Fig. 1: run 1, the metal 4 layer
Bar = 50 um.
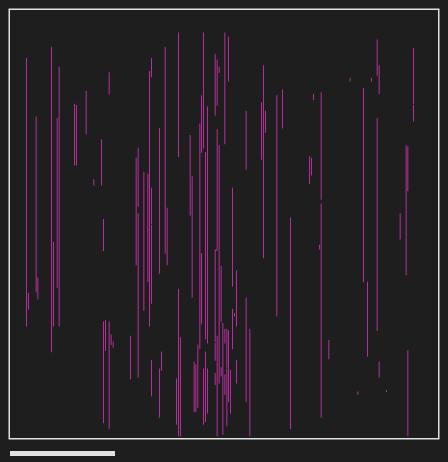
Fig. 2: run 1, pin map
Pins as bars across the die edge, other pins in gray.
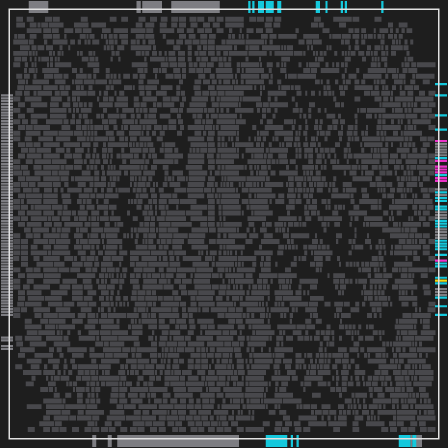
Fig. 3: run 1, clock wiring as the flow saved it
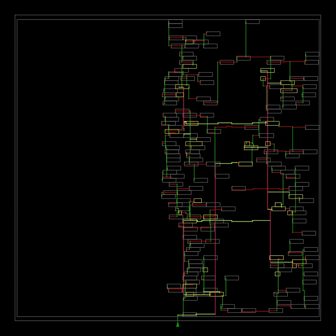
==> src/rtl/any1_pkg.sv <==
// any1_pkg: shared types and defaults for the ANY-1 address generator.
//   agen_mode_t  - request addressing mode
//   agen_size_t  - access size encoding (byte/wyde/tetra/octa)
//   agen_state_t - sequencer state, also exported on the debug port
//   size_mask()  - low-order address bits that must be zero for a size
package any1_pkg;

  localparam int AWID_DEF = 64;
  localparam int CNTW_DEF = 8;

  typedef enum logic [1:0] {
    INDEXED = 2'd0,
    STRIDE  = 2'd1,
    UNIT    = 2'd2,
    RSVD    = 2'd3
  } agen_mode_t;

  typedef enum logic [1:0] {
    SZ_BYTE  = 2'd0,
    SZ_WYDE  = 2'd1,
    SZ_TETRA = 2'd2,
    SZ_OCTA  = 2'd3
  } agen_size_t;

  typedef enum logic {
    IDLE = 1'b0,
    RUN  = 1'b1
  } agen_state_t;

  // (1 << size) - 1, limited to the three bits an octa can touch.
  function automatic logic [2:0] size_mask(input agen_size_t sz);
    logic [2:0] m;
    m = 3'b000;
    case (sz)
      SZ_BYTE:  m = 3'b000;
      SZ_WYDE:  m = 3'b001;
      SZ_TETRA: m = 3'b011;
      SZ_OCTA:  m = 3'b111;
      default:  m = 3'b000;
    endcase
    return m;
  endfunction

endpackage

==> src/rtl/any1_agen_seq_if.sv <==
// any1_agen_seq_if: request and address-output bundle of the address generator.
//   i_valid/i_ready        request handshake
//   i_mode..i_cnt          request payload
//   o_valid/o_ready        address handshake
//   o_ea..o_err            address payload
//
// Handshake rule (both channels): a transfer happens on a rising clock edge
// where valid && ready. The producer keeps valid and payload stable until that
// edge; valid never drops without a transfer. ready may depend on valid.
interface any1_agen_seq_if
  import any1_pkg::*;
#(
  parameter int AWID = AWID_DEF,
  parameter int CNTW = CNTW_DEF
);
  logic            i_valid;
  logic            i_ready;
  logic [1:0]      i_mode;
  logic [AWID-1:0] i_base;
  logic [AWID-1:0] i_index;
  logic [2:0]      i_sc;
  logic [AWID-1:0] i_disp;
  logic [1:0]      i_size;
  logic [CNTW-1:0] i_cnt;

  logic            o_valid;
  logic            o_ready;
  logic [AWID-1:0] o_ea;
  logic [CNTW-1:0] o_idx;
  logic            o_first;
  logic            o_last;
  logic            o_misalign;
  logic            o_err;

  modport slave (
    input  i_valid, i_mode, i_base, i_index, i_sc, i_disp, i_size, i_cnt, o_ready,
    output i_ready, o_valid, o_ea, o_idx, o_first, o_last, o_misalign, o_err
  );

  modport master (
    output i_valid, i_mode, i_base, i_index, i_sc, i_disp, i_size, i_cnt, o_ready,
    input  i_ready, o_valid, o_ea, o_idx, o_first, o_last, o_misalign, o_err
  );
endinterface

==> src/rtl/any1_agen_ea.sv <==
// any1_agen_ea: combinational effective-address sum disp + base + (index << sc),
// modulo 2^AWID.
//   disp, base, index - AWID-bit operands
//   sc                - index shift amount 0..7
//   sum               - AWID-bit result
module any1_agen_ea #(
  parameter int AWID = 64
) (
  input  logic [AWID-1:0] disp,
  input  logic [AWID-1:0] base,
  input  logic [AWID-1:0] index,
  input  logic [2:0]      sc,
  output logic [AWID-1:0] sum
);
  assign sum = disp + base + (index << sc);
endmodule

==> src/rtl/any1_agen_seq.sv <==
// any1_agen_seq: handshaked address generator. Each accepted request yields one
// effective address (INDEXED / reserved mode) or a run of element addresses
// (STRIDE / UNIT), each tagged with index, first/last, misalign and error.
//   clk, rst_n - clock, asynchronous active-low reset
//   bus        - request/address channels (slave side)
//   dbg_state  - current sequencer state
module any1_agen_seq
  import any1_pkg::*;
#(
  parameter int AWID = AWID_DEF,
  parameter int CNTW = CNTW_DEF
) (
  input  logic                clk,
  input  logic                rst_n,
  any1_agen_seq_if.slave      bus,
  output agen_state_t         dbg_state
);

  localparam logic [CNTW-1:0] CNT_ONE = CNTW'(1);

  agen_state_t     state_q, state_d;
  logic            valid_q, valid_d;
  logic [AWID-1:0] ea_q, ea_d;
  logic [CNTW-1:0] idx_q, idx_d;
  logic            first_q, first_d;
  logic            last_q, last_d;
  logic            err_q, err_d;
  logic [AWID-1:0] stride_q, stride_d;
  logic [CNTW-1:0] cnt_q, cnt_d;
  agen_size_t      size_q, size_d;

  agen_mode_t      req_mode;
  logic [AWID-1:0] ea_index;
  logic [AWID-1:0] a0;
  logic [AWID-1:0] req_stride;
  logic [CNTW-1:0] req_cnt;
  logic            in_ready;
  logic            accept;
  logic            out_hs;
  logic            next_last;

  assign req_mode = agen_mode_t'(bus.i_mode);

  // STRIDE uses the scaled index as the step, so it is kept out of A0.
  assign ea_index = (req_mode == STRIDE) ? '0 : bus.i_index;

  any1_agen_ea #(.AWID(AWID)) u_ea (
    .disp  (bus.i_disp),
    .base  (bus.i_base),
    .index (ea_index),
    .sc    (bus.i_sc),
    .sum   (a0)
  );

  always_comb begin
    req_stride = '0;
    case (req_mode)
      STRIDE:  req_stride = bus.i_index << bus.i_sc;
      UNIT:    req_stride[bus.i_size] = 1'b1;
      default: req_stride = '0;
    endcase
  end

  // Scalar modes always issue one element; a zero count means one.
  always_comb begin
    req_cnt = bus.i_cnt;
    if (req_mode == INDEXED || req_mode == RSVD || bus.i_cnt == '0) begin
      req_cnt = CNT_ONE;
    end
  end

  // RUN is left as soon as the final element is loaded into the output
  // register, so that the final element is presented from IDLE and its
  // handshake can coincide with the next request's accept.
  assign in_ready = (state_q == IDLE) && (!valid_q || bus.o_ready);
  assign accept   = bus.i_valid && in_ready;
  assign out_hs   = valid_q && bus.o_ready;
  assign next_last = (idx_q + CNT_ONE) == (cnt_q - CNT_ONE);

  always_comb begin
    state_d  = state_q;
    valid_d  = valid_q;
    ea_d     = ea_q;
    idx_d    = idx_q;
    first_d  = first_q;
    last_d   = last_q;
    err_d    = err_q;
    stride_d = stride_q;
    cnt_d    = cnt_q;
    size_d   = size_q;
    unique case (state_q)
      IDLE: begin
        if (accept) begin
          valid_d  = 1'b1;
          ea_d     = a0;
          idx_d    = '0;
          first_d  = 1'b1;
          last_d   = (req_cnt == CNT_ONE);
          err_d    = (req_mode == RSVD);
          stride_d = req_stride;
          cnt_d    = req_cnt;
          size_d   = agen_size_t'(bus.i_size);
          state_d  = (req_cnt == CNT_ONE) ? IDLE : RUN;
        end else if (out_hs) begin
          valid_d = 1'b0;
        end
      end
      RUN: begin
        if (out_hs) begin
          ea_d    = ea_q + stride_q;
          idx_d   = idx_q + CNT_ONE;
          first_d = 1'b0;
          last_d  = next_last;
          if (next_last) begin
            state_d = IDLE;
          end
        end
      end
    endcase
  end

  always_ff @(posedge clk or negedge rst_n) begin
    if (!rst_n) begin
      state_q  <= IDLE;
      valid_q  <= 1'b0;
      ea_q     <= '0;
      idx_q    <= '0;
      first_q  <= 1'b0;
      last_q   <= 1'b0;
      err_q    <= 1'b0;
      stride_q <= '0;
      cnt_q    <= '0;
      size_q   <= SZ_BYTE;
    end else begin
      state_q  <= state_d;
      valid_q  <= valid_d;
      ea_q     <= ea_d;
      idx_q    <= idx_d;
      first_q  <= first_d;
      last_q   <= last_d;
      err_q    <= err_d;
      stride_q <= stride_d;
      cnt_q    <= cnt_d;
      size_q   <= size_d;
    end
  end

  assign bus.i_ready    = in_ready;
  assign bus.o_valid    = valid_q;
  assign bus.o_ea       = ea_q;
  assign bus.o_idx      = idx_q;
  assign bus.o_first    = first_q;
  assign bus.o_last     = last_q;
  assign bus.o_err      = err_q;
  assign bus.o_misalign = |(ea_q[2:0] & size_mask(size_q));
  assign dbg_state      = state_q;

endmodule

==> src/flat_wrapper.sv <==
// flat-port wrapper written by rule: the top's interface ports become plain ports
module any1_agen_seq_flat import any1_pkg::*;
#(
  parameter int AWID = AWID_DEF,
  parameter int CNTW = CNTW_DEF
)
  (clk, rst_n, dbg_state, bus_i_valid, bus_i_mode, bus_i_base, bus_i_index, bus_i_sc, bus_i_disp, bus_i_size, bus_i_cnt, bus_o_ready, bus_i_ready, bus_o_valid, bus_o_ea, bus_o_idx, bus_o_first, bus_o_last, bus_o_misalign, bus_o_err);
  any1_agen_seq_if #(.AWID(AWID), .CNTW(CNTW)) bus_i ();
  input  logic clk;
  input  logic rst_n;
  output agen_state_t dbg_state;
  input wire logic [$bits(bus_i.i_valid)-1:0] bus_i_valid;
  input wire logic [$bits(bus_i.i_mode)-1:0] bus_i_mode;
  input wire logic [$bits(bus_i.i_base)-1:0] bus_i_base;
  input wire logic [$bits(bus_i.i_index)-1:0] bus_i_index;
  input wire logic [$bits(bus_i.i_sc)-1:0] bus_i_sc;
  input wire logic [$bits(bus_i.i_disp)-1:0] bus_i_disp;
  input wire logic [$bits(bus_i.i_size)-1:0] bus_i_size;
  input wire logic [$bits(bus_i.i_cnt)-1:0] bus_i_cnt;
  input wire logic [$bits(bus_i.o_ready)-1:0] bus_o_ready;
  output wire logic [$bits(bus_i.i_ready)-1:0] bus_i_ready;
  output wire logic [$bits(bus_i.o_valid)-1:0] bus_o_valid;
  output wire logic [$bits(bus_i.o_ea)-1:0] bus_o_ea;
  output wire logic [$bits(bus_i.o_idx)-1:0] bus_o_idx;
  output wire logic [$bits(bus_i.o_first)-1:0] bus_o_first;
  output wire logic [$bits(bus_i.o_last)-1:0] bus_o_last;
  output wire logic [$bits(bus_i.o_misalign)-1:0] bus_o_misalign;
  output wire logic [$bits(bus_i.o_err)-1:0] bus_o_err;
  assign bus_i.i_valid = bus_i_valid;
  assign bus_i.i_mode = bus_i_mode;
  assign bus_i.i_base = bus_i_base;
  assign bus_i.i_index = bus_i_index;
  assign bus_i.i_sc = bus_i_sc;
  assign bus_i.i_disp = bus_i_disp;
  assign bus_i.i_size = bus_i_size;
  assign bus_i.i_cnt = bus_i_cnt;
  assign bus_i.o_ready = bus_o_ready;
  assign bus_i_ready = bus_i.i_ready;
  assign bus_o_valid = bus_i.o_valid;
  assign bus_o_ea = bus_i.o_ea;
  assign bus_o_idx = bus_i.o_idx;
  assign bus_o_first = bus_i.o_first;
  assign bus_o_last = bus_i.o_last;
  assign bus_o_misalign = bus_i.o_misalign;
  assign bus_o_err = bus_i.o_err;
  any1_agen_seq #(.AWID(AWID), .CNTW(CNTW)) u_core (.clk(clk), .rst_n(rst_n), .bus(bus_i), .dbg_state(dbg_state));
endmodule
==> config.mk <==
export PLATFORM = sky130hd
export DESIGN_NAME = any1_agen_seq_flat
export DESIGN_NICKNAME = d
export VERILOG_FILES = /design/src/rtl/any1_pkg.sv /design/src/rtl/any1_agen_seq_if.sv /design/src/rtl/any1_agen_ea.sv /design/src/rtl/any1_agen_seq.sv /design/src/flat_wrapper.sv
export SDC_FILE = /design/constraint.sdc
export NUM_CORES = 1
export LEC_CHECK = 0
export CAP_MARGIN = 20
export CORE_MARGIN = 1
export CORE_UTILIZATION = 50
export DETAILED_ROUTE_END_ITERATION = 12
export GPL_TIMING_DRIVEN = 0
export HOLD_SLACK_MARGIN = 0.03
export PLACE_DENSITY = 0.83
export SETUP_SLACK_MARGIN = 0.5
export SYNTH_ARGS = -nofsm -noshare
export SYNTH_HDL_FRONTEND = slang
export SYNTH_HIERARCHICAL = 1
export SYNTH_SLANG_ARGS = --single-unit
==> constraint.sdc <==
create_clock -name clk -period 2.9 [get_ports clk]
set_input_delay 0.435 -clock clk [delete_from_list [all_inputs] [get_ports clk]]
set_output_delay 0.435 -clock clk [all_outputs]
set_load 0.005 [all_outputs]
==> impl_results.html, run 1 <==
<p>Metrics extracted from the flow reports.</p>
<table>
<tr><th>Metric</th><th>Value</th></tr>
<tr><th colspan="2">Status</th></tr>
<tr><td>Status</td><td>finished, violations left</td></tr>
<tr><td>Failing checks</td><td>negative setup slack</td></tr>
<tr><th colspan="2">Final layout</th></tr>
<tr><td>P&amp;R area growth vs syn</td><td>36.4%</td></tr>
<tr><td>Number of clock buffer instances in the layout</td><td>21</td></tr>
<tr><td>Most frequent logic cell in the layout</td><td>clkdlybuf4s50_1</td></tr>
<tr><td>Seq_cells</td><td>151</td></tr>
<tr><td>NonClk Buf Share</td><td>0.172</td></tr>
<tr><td>Commonest cells after routing, fill and taps aside</td><td>clkdlybuf4s50_1 (272), nand2_1 (265), a21oi_1 (165), dfrtp_1 (149), o21ai_0 (129)</td></tr>
<tr><td>Number of multi-input combinational cells in the layout</td><td>~2000</td></tr>
<tr><td>Core utilization of the finished layout</td><td>0.697</td></tr>
<tr><td>Biggest Area Class</td><td>logic gates</td></tr>
<tr><td>Sequential fraction of total cell area</td><td>0.135</td></tr>
<tr><td># diodes</td><td>5</td></tr>
<tr><td>Register Area</td><td>between 0.003 and 0.004 mm^2</td></tr>
<tr><td>Proportion of layout cells with a drive suffix above 1</td><td>0.241</td></tr>
<tr><th colspan="2">Die</th></tr>
<tr><td>Count of standard-cell rows</td><td>between 70 and 80</td></tr>
<tr><td>Chip Area</td><td>0.0418 mm^2</td></tr>
<tr><td>Pre-Place Util</td><td>0.510</td></tr>
<tr><td>Tap cells</td><td>about 530</td></tr>
<tr><td>Number of top-level pins</td><td>290</td></tr>
<tr><th colspan="2">Timing</th></tr>
<tr><td>Count of final max-slew check failures</td><td>0</td></tr>
<tr><td>Slew @ Worst Pin</td><td>approximately 1 ns</td></tr>
<tr><td>Setup WS post-layout</td><td>-2.29 ns</td></tr>
<tr><td>Maximum operating frequency</td><td>around 0.19 GHz</td></tr>
<tr><td>Finish-stage setup viols</td><td>between 60 and 70</td></tr>
<tr><td>RSZ-0062 raised after global routing</td><td>yes</td></tr>
<tr><td>Final Hold Violating Endpoints</td><td>0</td></tr>
<tr><td>Time the final worst path needs with I/O delays and setup</td><td>5.19 ns</td></tr>
<tr><th colspan="2">Power</th></tr>
<tr><td>Highest ir drop seen on vdd</td><td>approximately 0.52 mV</td></tr>
<tr><th colspan="2">Logic synthesis</th></tr>
<tr><td>Number of synthesized register bits</td><td>151</td></tr>
<tr><td>Area of the synthesized netlist per yosys stat</td><td>~0.02 mm^2</td></tr>
<tr><td>Portion of synthesized cell area occupied by the leading cell type</td><td>0.185</td></tr>
<tr><td>Most area-consuming cells after synthesis</td><td>dfrtp_1 (18%), mux4_2 (9.8%), ha_1 (7.9%)</td></tr>
<tr><td>Synth Instances</td><td>~2400</td></tr>
<tr><td>Number of nets produced by synthesis</td><td>between 2000 and 3000</td></tr>
<tr><td>Number of enable-type register cells in the synthesized netlist</td><td>0</td></tr>
<tr><td>Ys async rst share</td><td>1.00</td></tr>
<tr><td>Predominant post-synthesis flop cell</td><td>dfrtp_1</td></tr>
<tr><td>Unique masters post-synth</td><td>93</td></tr>
<tr><td>Netlist area before placement</td><td>about 0.02 mm^2</td></tr>
<tr><th colspan="2">GRT</th></tr>
<tr><td>Global route total overflow</td><td>0</td></tr>
<tr><td>First-pass GRT wire length</td><td>approximately 130 mm</td></tr>
<tr><td>Overall track demand over capacity in global routing</td><td>0.407</td></tr>
<tr><td>Via count of the first global-routing pass</td><td>20869</td></tr>
<tr><td>Number of antenna violations at the first check in global routing</td><td>10</td></tr>
<tr><th colspan="2">Setup path</th></tr>
<tr><td>Crit Reg-Reg Startpoint</td><td>u_core/stride_q[4]</td></tr>
<tr><td>R2r worst-path depth</td><td>11</td></tr>
<tr><td>Crit end category</td><td>flop</td></tr>
<tr><td>Crit path max fanout</td><td>7</td></tr>
<tr><td>Endpoint required time on the critical path</td><td>around 3.2 ns</td></tr>
<tr><td>Startpoint kind of the worst setup timing path</td><td>input port</td></tr>
<tr><td>Crit Path Class</td><td>input port to flop</td></tr>
<tr><td>Data arrival time of the critical path</td><td>about 5.5 ns</td></tr>
<tr><th colspan="2">Placed design</th></tr>
<tr><td>Count of port buffers added during placement</td><td>~290</td></tr>
<tr><td>Detailed placement HPWL</td><td>around 70 mm</td></tr>
<tr><td>Post-placement worst setup slack</td><td>-3.67 ns</td></tr>
<tr><td>Final weighted congestion in routability-driven placement</td><td>1.01</td></tr>
<tr><th colspan="2">Clock network</th></tr>
<tr><td>Level count of the clock H-tree</td><td>4</td></tr>
<tr><td>Clock sinks</td><td>approximately 150</td></tr>
<tr><th colspan="2">Detailed routing</th></tr>
<tr><td>Residual DRC count</td><td>0</td></tr>
<tr><th colspan="2">Min path</th></tr>
<tr><td>Source of the worst hold timing path</td><td>bus_i_mode[0]</td></tr>
<tr><td>Worst hold path class</td><td>input port to flop</td></tr>
<tr><th colspan="2">Job</th></tr>
<tr><td>Total number of warnings across the stage logs</td><td>31</td></tr>
<tr><td>Max-cap violations</td><td>0</td></tr>
</table>
About Fig. 1:
nets with wire on the layer = 94
longest straight run = 146 um
wire length on this layer = 4290 um
share of all routed wire = 4.9%
main direction = vertical

About Fig. 2:
bus_o_idx -> magenta  # pins 8, direction output, edge right
bus_o_err -> yellow  # pins 1, direction output, edge right
bus_o_ea -> cyan  # pins 64, direction output, edge 26 right, 21 bottom, 17 top
all pins by edge = 92 bottom, 82 left, 64 top, 52 right

About Fig. 3:
final clock skew: 0.0106 ns
Skew-Pair Late Insertion Delay: 0.45 ns
power in the clock group: 2.34 mW
clock buffer count from CTS: 17

-- run 1: through the flow --
step	cells	instance area, um^2	TNS (ns)
after floorplan	2374	20900	-62.43
after global placement	3186	24400	-904.09
after detailed placement	3187	24400	-192.12
after CTS	3274	26900	-81.59
after global routing	3317	27900	-93.90
final	3317	27900	-90.94
-- run 1: power by group --
part	internal, mW	total [mW]	leakage [nW]	switching, mW
Combinational	7.07	16.8	9.70	9.72
Clock	1.38	2.34	0.303	0.969
Sequential	2.86	3.75	1.93	0.889
-- run 1: logic make-up (layout without fill, tap and decap cells) --
group	after synthesis	in the layout	synth area share
and+or+nand+nor	726	726	0.173
DFF	151	151	0.185
buffers and inverters	217	630	0.0422
adders and majority gates	195	195	0.143
AOI/OAI and AO/OA	685	685	0.211
other	0	5	0
muxes	269	269	0.189
xor gates and xnor gates	131	131	0.0564
-- run 1: flip-flops by register name (all words and copies together) (netlist names) --
| signal | count |
|---|---|
| u_core/stride_q | 64 |
| u_core/bus.o_ea | 64 |
| u_core/bus.o_idx | 8 |
| u_core/dbg_state | 1 |
| u_core/bus.o_last | 1 |
| u_core/bus.o_valid | 1 |
| u_core/bus.o_first | 1 |
| u_core/size_q | 2 |
| u_core/bus.o_err | 1 |
| u_core/cnt_q | 8 |
-- run 1: routing by layer --
layer | vias to the layer above | global-route usage | share of wire
li1 | 9538 | - | -
met4 | 6 | 0.182 | 0.049
met2 | 1441 | 0.609 | 0.43
met5 | - | 0 | 0.00043
met1 | 10734 | 0.572 | 0.41
met3 | 239 | 0.0716 | 0.11
-- run 1: synthesized netlist by cell type (17+ instances only) --
library cell and instances:
mux2i_1 124, ha_1 130, nand4_1 50, buf_1 20
nand3_1 41, o21ai_0 193, mux4_2 89, mux2_2 56
xor2_1 53, fa_1 65, dfrtp_1 151, inv_1 54
or3_1 17, xnor2_1 77, a21oi_1 212, o21bai_1 36
a211oi_1 25, o21ai_1 22, nand2_1 276, clkbuf_1 104
buf_2 33, a21o_1 55, nor3_1 33, nor2_1 127
and3_1 23, nor2b_1 83
-- run 1: worst max-delay path, cell delays in order --
cell       delay, ns
buf_12          0.11
inv_12          0.04
ha_4            0.20
clkbuf_16       0.20
clkbuf_16       0.18
nor2b_4         0.06
mux2_4          0.30
mux4_2          0.47
fa_1            0.49
ha_1            0.33
buf_6           0.13
nand4_1         0.22
nor4_4          0.26
and3_1          0.20
o31a_1          0.25
or2_4           0.19
a21oi_4         0.07
o211ai_1        0.33
xnor2_2         0.18
or3_1           0.34
o21ai_1         0.11
o221ai_1        0.15
a211o_1         0.25
-- run 1: final timing paths --
check / endpoint / slack, ns
max in group asynchronous: u_core/stride_q[43] / 1.50
min: u_core/bus.o_err / 0.35
max: u_core/bus.o_ea[57] / -2.29
max reg2reg: u_core/bus.o_ea[61] / -0.95
min reg2reg: u_core/bus.o_first / 0.48
min in group asynchronous: u_core/bus.o_ea[2] / 0.56
-- run 1: repair_timing --
| item | in CTS | in global routing |
|---|---|---|
| hold buffers | 1 | 0 |
| pin swaps | 102 | 84 |
| endpoints found under the hold margin | 3 | 0 |
| gates resized | 329 | 181 |
| setup buffers | 51 | 38 |
| endpoints found under the setup margin | 127 | 103 |
| cloned | 3 | 0 |
==> run 2, diff against run 1 <==
--- a/config.mk
+++ b/config.mk
@@ -7,11 +7,11 @@
 export LEC_CHECK = 0
 export CAP_MARGIN = 20
 export CORE_MARGIN = 1
-export CORE_UTILIZATION = 50
+export CORE_UTILIZATION = 52
 export DETAILED_ROUTE_END_ITERATION = 12
 export GPL_TIMING_DRIVEN = 0
 export HOLD_SLACK_MARGIN = 0.03
-export PLACE_DENSITY = 0.83
+export PLACE_DENSITY = 0.86
 export SETUP_SLACK_MARGIN = 0.5
 export SYNTH_ARGS = -nofsm -noshare
 export SYNTH_HDL_FRONTEND = slang
==> impl_results.html, run 2 <==
<p>Metrics extracted from the flow reports.</p>
<table>
<tr><th>Metric</th><th>Value</th></tr>
<tr><th colspan="2">Min path</th></tr>
<tr><td>Worst hold path class</td><td>input port to flop (unchanged)</td></tr>
<tr><td>Source of the worst hold timing path</td><td>bus_i_mode[0] (unchanged)</td></tr>
<tr><th colspan="2">Timing</th></tr>
<tr><td>Count of final max-slew check failures</td><td>0 (unchanged)</td></tr>
<tr><td>Setup WS post-layout</td><td>-2.37 ns (was -2.29 ns)</td></tr>
<tr><td>Slew HR</td><td>0.363 (was 0.315)</td></tr>
<tr><td>Finish-stage setup viols</td><td>62 (unchanged)</td></tr>
<tr><td>Final worst-path cycle share</td><td>1.82 (was 1.79)</td></tr>
<tr><td>Slew @ Worst Pin</td><td>0.955 ns (was 1.03 ns)</td></tr>
<tr><td>Final TNS setup</td><td>-104.90 ns (was -90.94 ns)</td></tr>
<tr><td>RSZ-0062 raised after global routing</td><td>yes (unchanged)</td></tr>
<tr><td>Maximum operating frequency</td><td>0.190 GHz (was 0.193 GHz)</td></tr>
<tr><td>Time the final worst path needs with I/O delays and setup</td><td>5.27 ns (was 5.19 ns)</td></tr>
<tr><td>Final Hold Violating Endpoints</td><td>0 (unchanged)</td></tr>
<tr><th colspan="2">Logic synthesis</th></tr>
<tr><td>Netlist area before placement</td><td>0.0205 mm^2 (unchanged)</td></tr>
<tr><td>Leading post-synthesis cells by instance count</td><td>nand2_1 (276), a21oi_1 (212), o21ai_0 (193), dfrtp_1 (151), ha_1 (130) (unchanged)</td></tr>
<tr><td>AND/OR/NAND/NOR Cells, Area Fraction</td><td>0.173 (unchanged)</td></tr>
<tr><td>Area share of xor/xnor cells in the synthesized design</td><td>0.0564 (unchanged)</td></tr>
<tr><td>Complex-gate fraction of the synthesized area</td><td>0.211 (unchanged)</td></tr>
<tr><td>Library cell with the highest instance count after synthesis</td><td>nand2_1 (unchanged)</td></tr>
<tr><td>Area fraction in mux cells</td><td>0.189 (unchanged)</td></tr>
<tr><td>Count of synthesis-stage warnings from yosys</td><td>6 (unchanged)</td></tr>
<tr><td>Number of nets produced by synthesis</td><td>2780 (unchanged)</td></tr>
<tr><td>Portion of synthesized cell area occupied by the leading cell type</td><td>0.185 (unchanged)</td></tr>
<tr><td>Ys async rst share</td><td>1.00 (unchanged)</td></tr>
<tr><td>Most area-consuming cells after synthesis</td><td>dfrtp_1 (18%), mux4_2 (9.8%), ha_1 (7.9%) (unchanged)</td></tr>
<tr><td>Cell type contributing the most total cell area after synthesis</td><td>dfrtp_1 (unchanged)</td></tr>
<tr><td>Mean instance size in the synthesized netlist</td><td>8.62 um^2 (unchanged)</td></tr>
<tr><td>Number of synthesized register bits</td><td>151 (unchanged)</td></tr>
<tr><td>Area of the synthesized netlist per yosys stat</td><td>0.0205 mm^2 (unchanged)</td></tr>
<tr><td>Adder and majority cell fraction of the synthesized area</td><td>0.143 (unchanged)</td></tr>
<tr><td>Sequential share of the synthesized area</td><td>0.185 (unchanged)</td></tr>
<tr><td>Ys cells</td><td>2374 (unchanged)</td></tr>
<tr><td>Predominant post-synthesis flop cell</td><td>dfrtp_1 (unchanged)</td></tr>
<tr><td>Dominant non-sequential cell family after synthesis</td><td>AND-OR/OR-AND gates (unchanged)</td></tr>
<tr><td>Synth Instances</td><td>2374 (unchanged)</td></tr>
<tr><td>Number of enable-type register cells in the synthesized netlist</td><td>0 (unchanged)</td></tr>
<tr><td>Unique masters post-synth</td><td>93 (unchanged)</td></tr>
<tr><th colspan="2">Placed design</th></tr>
<tr><td>Detailed placement HPWL</td><td>68.1 mm (was 68.8 mm)</td></tr>
<tr><td>Count of port buffers added during placement</td><td>287 (unchanged)</td></tr>
<tr><td>Dpl cells</td><td>3180 (was 3187)</td></tr>
<tr><td>Final weighted congestion in routability-driven placement</td><td>1.03 (was 1.01)</td></tr>
<tr><td>Post-placement worst setup slack</td><td>-3.55 ns (was -3.67 ns)</td></tr>
<tr><td>Placed Instance Area</td><td>0.0244 mm^2 (about the same)</td></tr>
<tr><th colspan="2">Clock network</th></tr>
<tr><td>Clock tree from TritonCTS</td><td>yes (unchanged)</td></tr>
<tr><td>Clock buffer count from CTS</td><td>17 (unchanged)</td></tr>
<tr><td>Root Driver</td><td>clkbuf_16 (unchanged)</td></tr>
<tr><td>Clock-pin slew of the registers on the worst-case setup and hold paths</td><td>0.06 ns (was 0.07 ns)</td></tr>
<tr><td>Level count of the clock H-tree</td><td>4 (unchanged)</td></tr>
<tr><td>Clock sinks</td><td>151 (unchanged)</td></tr>
<tr><td>Max Buffers Root-to-Sink</td><td>2 (unchanged)</td></tr>
<tr><th colspan="2">GRT</th></tr>
<tr><td>Global route total overflow</td><td>0 (unchanged)</td></tr>
<tr><td>First-pass GRT wire length</td><td>131 mm (was 127 mm)</td></tr>
<tr><td>Pin count of the biggest net entering global routing</td><td>97 (was 80)</td></tr>
<tr><td>Overall track demand over capacity in global routing</td><td>0.429 (was 0.407)</td></tr>
<tr><td>Via count of the first global-routing pass</td><td>21530 (was 20869)</td></tr>
<tr><td>Number of antenna violations at the first check in global routing</td><td>5 (was 10)</td></tr>
<tr><th colspan="2">Die</th></tr>
<tr><td>Width of the die</td><td>200 um (was 204 um)</td></tr>
<tr><td>Total core area</td><td>0.0387 mm^2 (was 0.0401 mm^2)</td></tr>
<tr><td>Count of standard-cell rows</td><td>72 (was 73)</td></tr>
<tr><td>Number of top-level pins</td><td>290 (unchanged)</td></tr>
<tr><td>Chip Area</td><td>0.0402 mm^2 (was 0.0418 mm^2)</td></tr>
<tr><td>Die y size</td><td>200 um (was 204 um)</td></tr>
<tr><td>Pre-Place Util</td><td>0.528 (was 0.510)</td></tr>
<tr><th colspan="2">Job</th></tr>
<tr><td>Total number of warnings across the stage logs</td><td>31 (unchanged)</td></tr>
<tr><td>Max-cap violations</td><td>0 (unchanged)</td></tr>
<tr><th colspan="2">Status</th></tr>
<tr><td>Status</td><td>finished, violations left (unchanged)</td></tr>
<tr><td>Failing checks</td><td>negative setup slack (unchanged)</td></tr>
<tr><th colspan="2">Final layout</th></tr>
<tr><td>P&amp;R area growth vs syn</td><td>43.3% (was 36.4%)</td></tr>
<tr><td>Final instance area</td><td>0.0293 mm^2 (was 0.0279 mm^2)</td></tr>
<tr><td>Area used by multi-input combinational logic</td><td>0.0185 mm^2 (was 0.0178 mm^2)</td></tr>
<tr><td>Commonest cells after routing, fill and taps aside</td><td>clkdlybuf4s50_1 (272), nand2_1 (259), a21oi_1 (150), dfrtp_1 (149), o21ai_0 (123) (was clkdlybuf4s50_1 (272), nand2_1 (265), a21oi_1 (165), dfrtp_1 (149), o21ai_0 (129))</td></tr>
<tr><td>Register Area</td><td>0.00378 mm^2 (unchanged)</td></tr>
<tr><td>Proportion of layout cells with a drive suffix above 1</td><td>0.290 (was 0.241)</td></tr>
<tr><td>Fill cell total of the finished layout</td><td>2608 (was 3136)</td></tr>
<tr><td>Tally of non-filler cells in the final layout</td><td>3384 (was 3317)</td></tr>
<tr><td>Most frequent logic cell in the layout</td><td>clkdlybuf4s50_1 (unchanged)</td></tr>
<tr><td>Final net count</td><td>3255 (was 3180)</td></tr>
<tr><th colspan="2">Power</th></tr>
<tr><td>Total power consumption of the routed design</td><td>24.1 mW (was 22.9 mW)</td></tr>
<tr><td>Leakage</td><td>12.6 nW (was 11.9 nW)</td></tr>
<tr><td>Total power divided by cell area</td><td>823 mW/mm^2 (was 820 mW/mm^2)</td></tr>
<tr><td>Highest ir drop seen on vdd</td><td>0.500 mV (was 0.516 mV)</td></tr>
<tr><th colspan="2">Setup path</th></tr>
<tr><td>Crit end category</td><td>flop (unchanged)</td></tr>
<tr><td>Data arrival time of the critical path</td><td>5.61 ns (was 5.53 ns)</td></tr>
<tr><td>Crit path max fanout</td><td>5 (was 7)</td></tr>
<tr><td>Critical path launch point</td><td>bus_i_mode[1] (unchanged)</td></tr>
<tr><td>Crit Reg-Reg Startpoint</td><td>u_core/stride_q[21] (was u_core/stride_q[4])</td></tr>
<tr><td>Startpoint kind of the worst setup timing path</td><td>input port (unchanged)</td></tr>
<tr><td>Endpoint required time on the critical path</td><td>3.24 ns (about the same)</td></tr>
<tr><td>Crit Path Class</td><td>input port to flop (unchanged)</td></tr>
<tr><th colspan="2">Detailed routing</th></tr>
<tr><td>Ratio of routed vias to standard cells</td><td>6.82 (was 6.62)</td></tr>
<tr><td>DR iter-0 viols</td><td>3198 (was 2888)</td></tr>
<tr><td>First drt pass iteration count</td><td>7 (was 6)</td></tr>
<tr><td>Residual DRC count</td><td>0 (unchanged)</td></tr>
<tr><td>Average detailed-routed wire length per instance</td><td>27.5 um (was 26.2 um)</td></tr>
<tr><td>Antenna viol nets, final</td><td>0 (unchanged)</td></tr>
</table>
run 2: cells by family after synthesis:
group,after synthesis
DFF,151
adders and majority gates,195
xor gates and xnor gates,131
AOI/OAI and AO/OA,685
buffers and inverters,217
muxes,269
and+or+nand+nor,726
run 2: stage by stage:
step                      utilization  hold WS, ns
after detailed placement        0.630        0.439
after global placement          0.630        0.461
after floorplan                     -        0.139
final                           0.757        0.400
after CTS                       0.729        0.329
after global routing            0.757        0.436
run 2: worst max-delay path: stages:
cell,delay (ns)
buf_12,0.09
inv_12,0.03
ha_4,0.21
buf_4,0.17
clkbuf_16,0.16
nor2b_4,0.20
buf_4,0.16
mux2i_1,0.09
o21ai_1,0.23
and2_4,0.22
fa_2,0.49
fa_2,0.43
a21oi_2,0.24
nand4b_1,0.30
a211oi_2,0.14
o31a_1,0.33
or2_4,0.29
a21oi_4,0.18
o211ai_1,0.18
xnor2_2,0.23
or3_4,0.37
o21ai_2,0.06
o221ai_1,0.13
a211o_1,0.24
run 2: layer usage:
layer	vias up	wire length, um	global-route usage
li1	9691	-	-
met1	11129	36300	0.600
met2	1851	40400	0.650
met4	0	5840	0.203
met3	393	10600	0.0700
met5	-	0	0
run 2: final timing paths:
| kind | end | cells past startpoint | slack [ns] |
|---|---|---|---|
| worst min register to register | u_core/bus.o_first | 2 | 0.49 |
| worst max register to register | u_core/bus.o_ea[47] | 12 | -0.83 |
| worst max-delay path | u_core/bus.o_ea[57] | 24 | -2.37 |
| min in group asynchronous | u_core/bus.o_ea[1] | 2 | 0.52 |
| max in group asynchronous | u_core/bus.o_ea[50] | 3 | 1.50 |
| worst min-delay path | u_core/bus.o_err | 4 | 0.40 |
run 2: cell type report:
cell class / count / share of cell area
Multi-Input combinational cell: 2006 / 0.631
Timing Repair Buffer: 456 / 0.152
Sequential cell: 151 / 0.129
Buffer: 161 / 0.0377
Tap cell: 518 / 0.0221
Clock buffer: 22 / 0.0165
Inverter: 56 / 0.00768
Clock inverter: 10 / 0.00401
Antenna cell: 4 / 0.000341
run 2: repair_timing:
action                                  CTS  global route
cloned                                    6             0
gates resized                           511           188
endpoints found under the setup margin  146           102
endpoints found under the hold margin    55             0
buffers inserted                        113            48
hold buffers                              1             0
pin swaps                               182           139
run 2: report_power, final:
| part | internal, mW | switching, mW | leakage (nW) |
|---|---|---|---|
| Combinational | 7.76 | 10.3 | 10.3 |
| Clock | 1.36 | 0.934 | 0.297 |
| Sequential | 2.86 | 0.883 | 1.93 |
| Total | 12.0 | 12.1 | 12.5 |
Fig. 4: run 2, clock wiring as the flow saved it
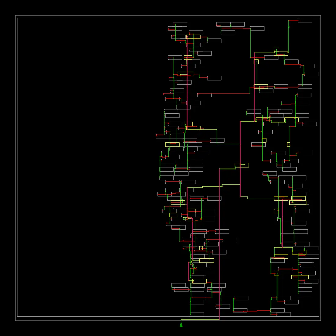
Skew-Pair Late Insertion Delay: 0.46 ns
final clock skew: 0.0128 ns

Fig. 5: run 2, cell sizes after repair
Bar = 50 um.
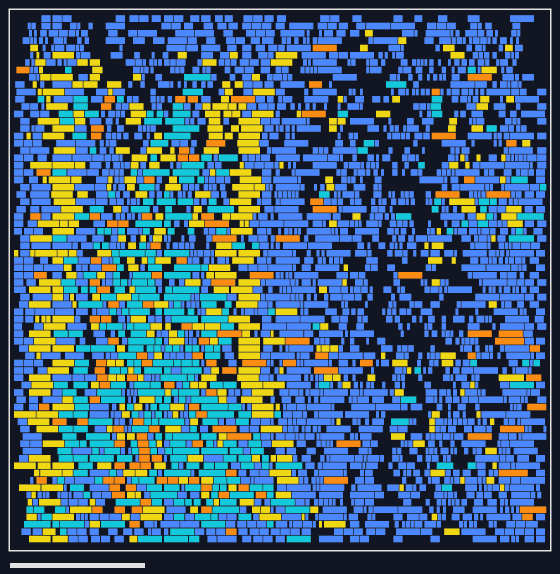
drive 6 and up -> orange  # cells 128
drive 3 to 4 -> cyan  # cells 328
drive 1 or less -> blue  # cells 2032
drive 2 -> yellow  # cells 374

Fig. 6: run 2, the metal 4 layer
Bar = 50 um.
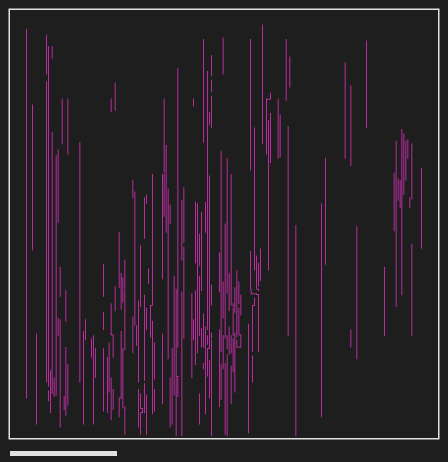
total wirelength of the detailed-routed design: 93.1 mm
vias post-DR: 23064

Power is estimated from default activity; no workload was simulated.
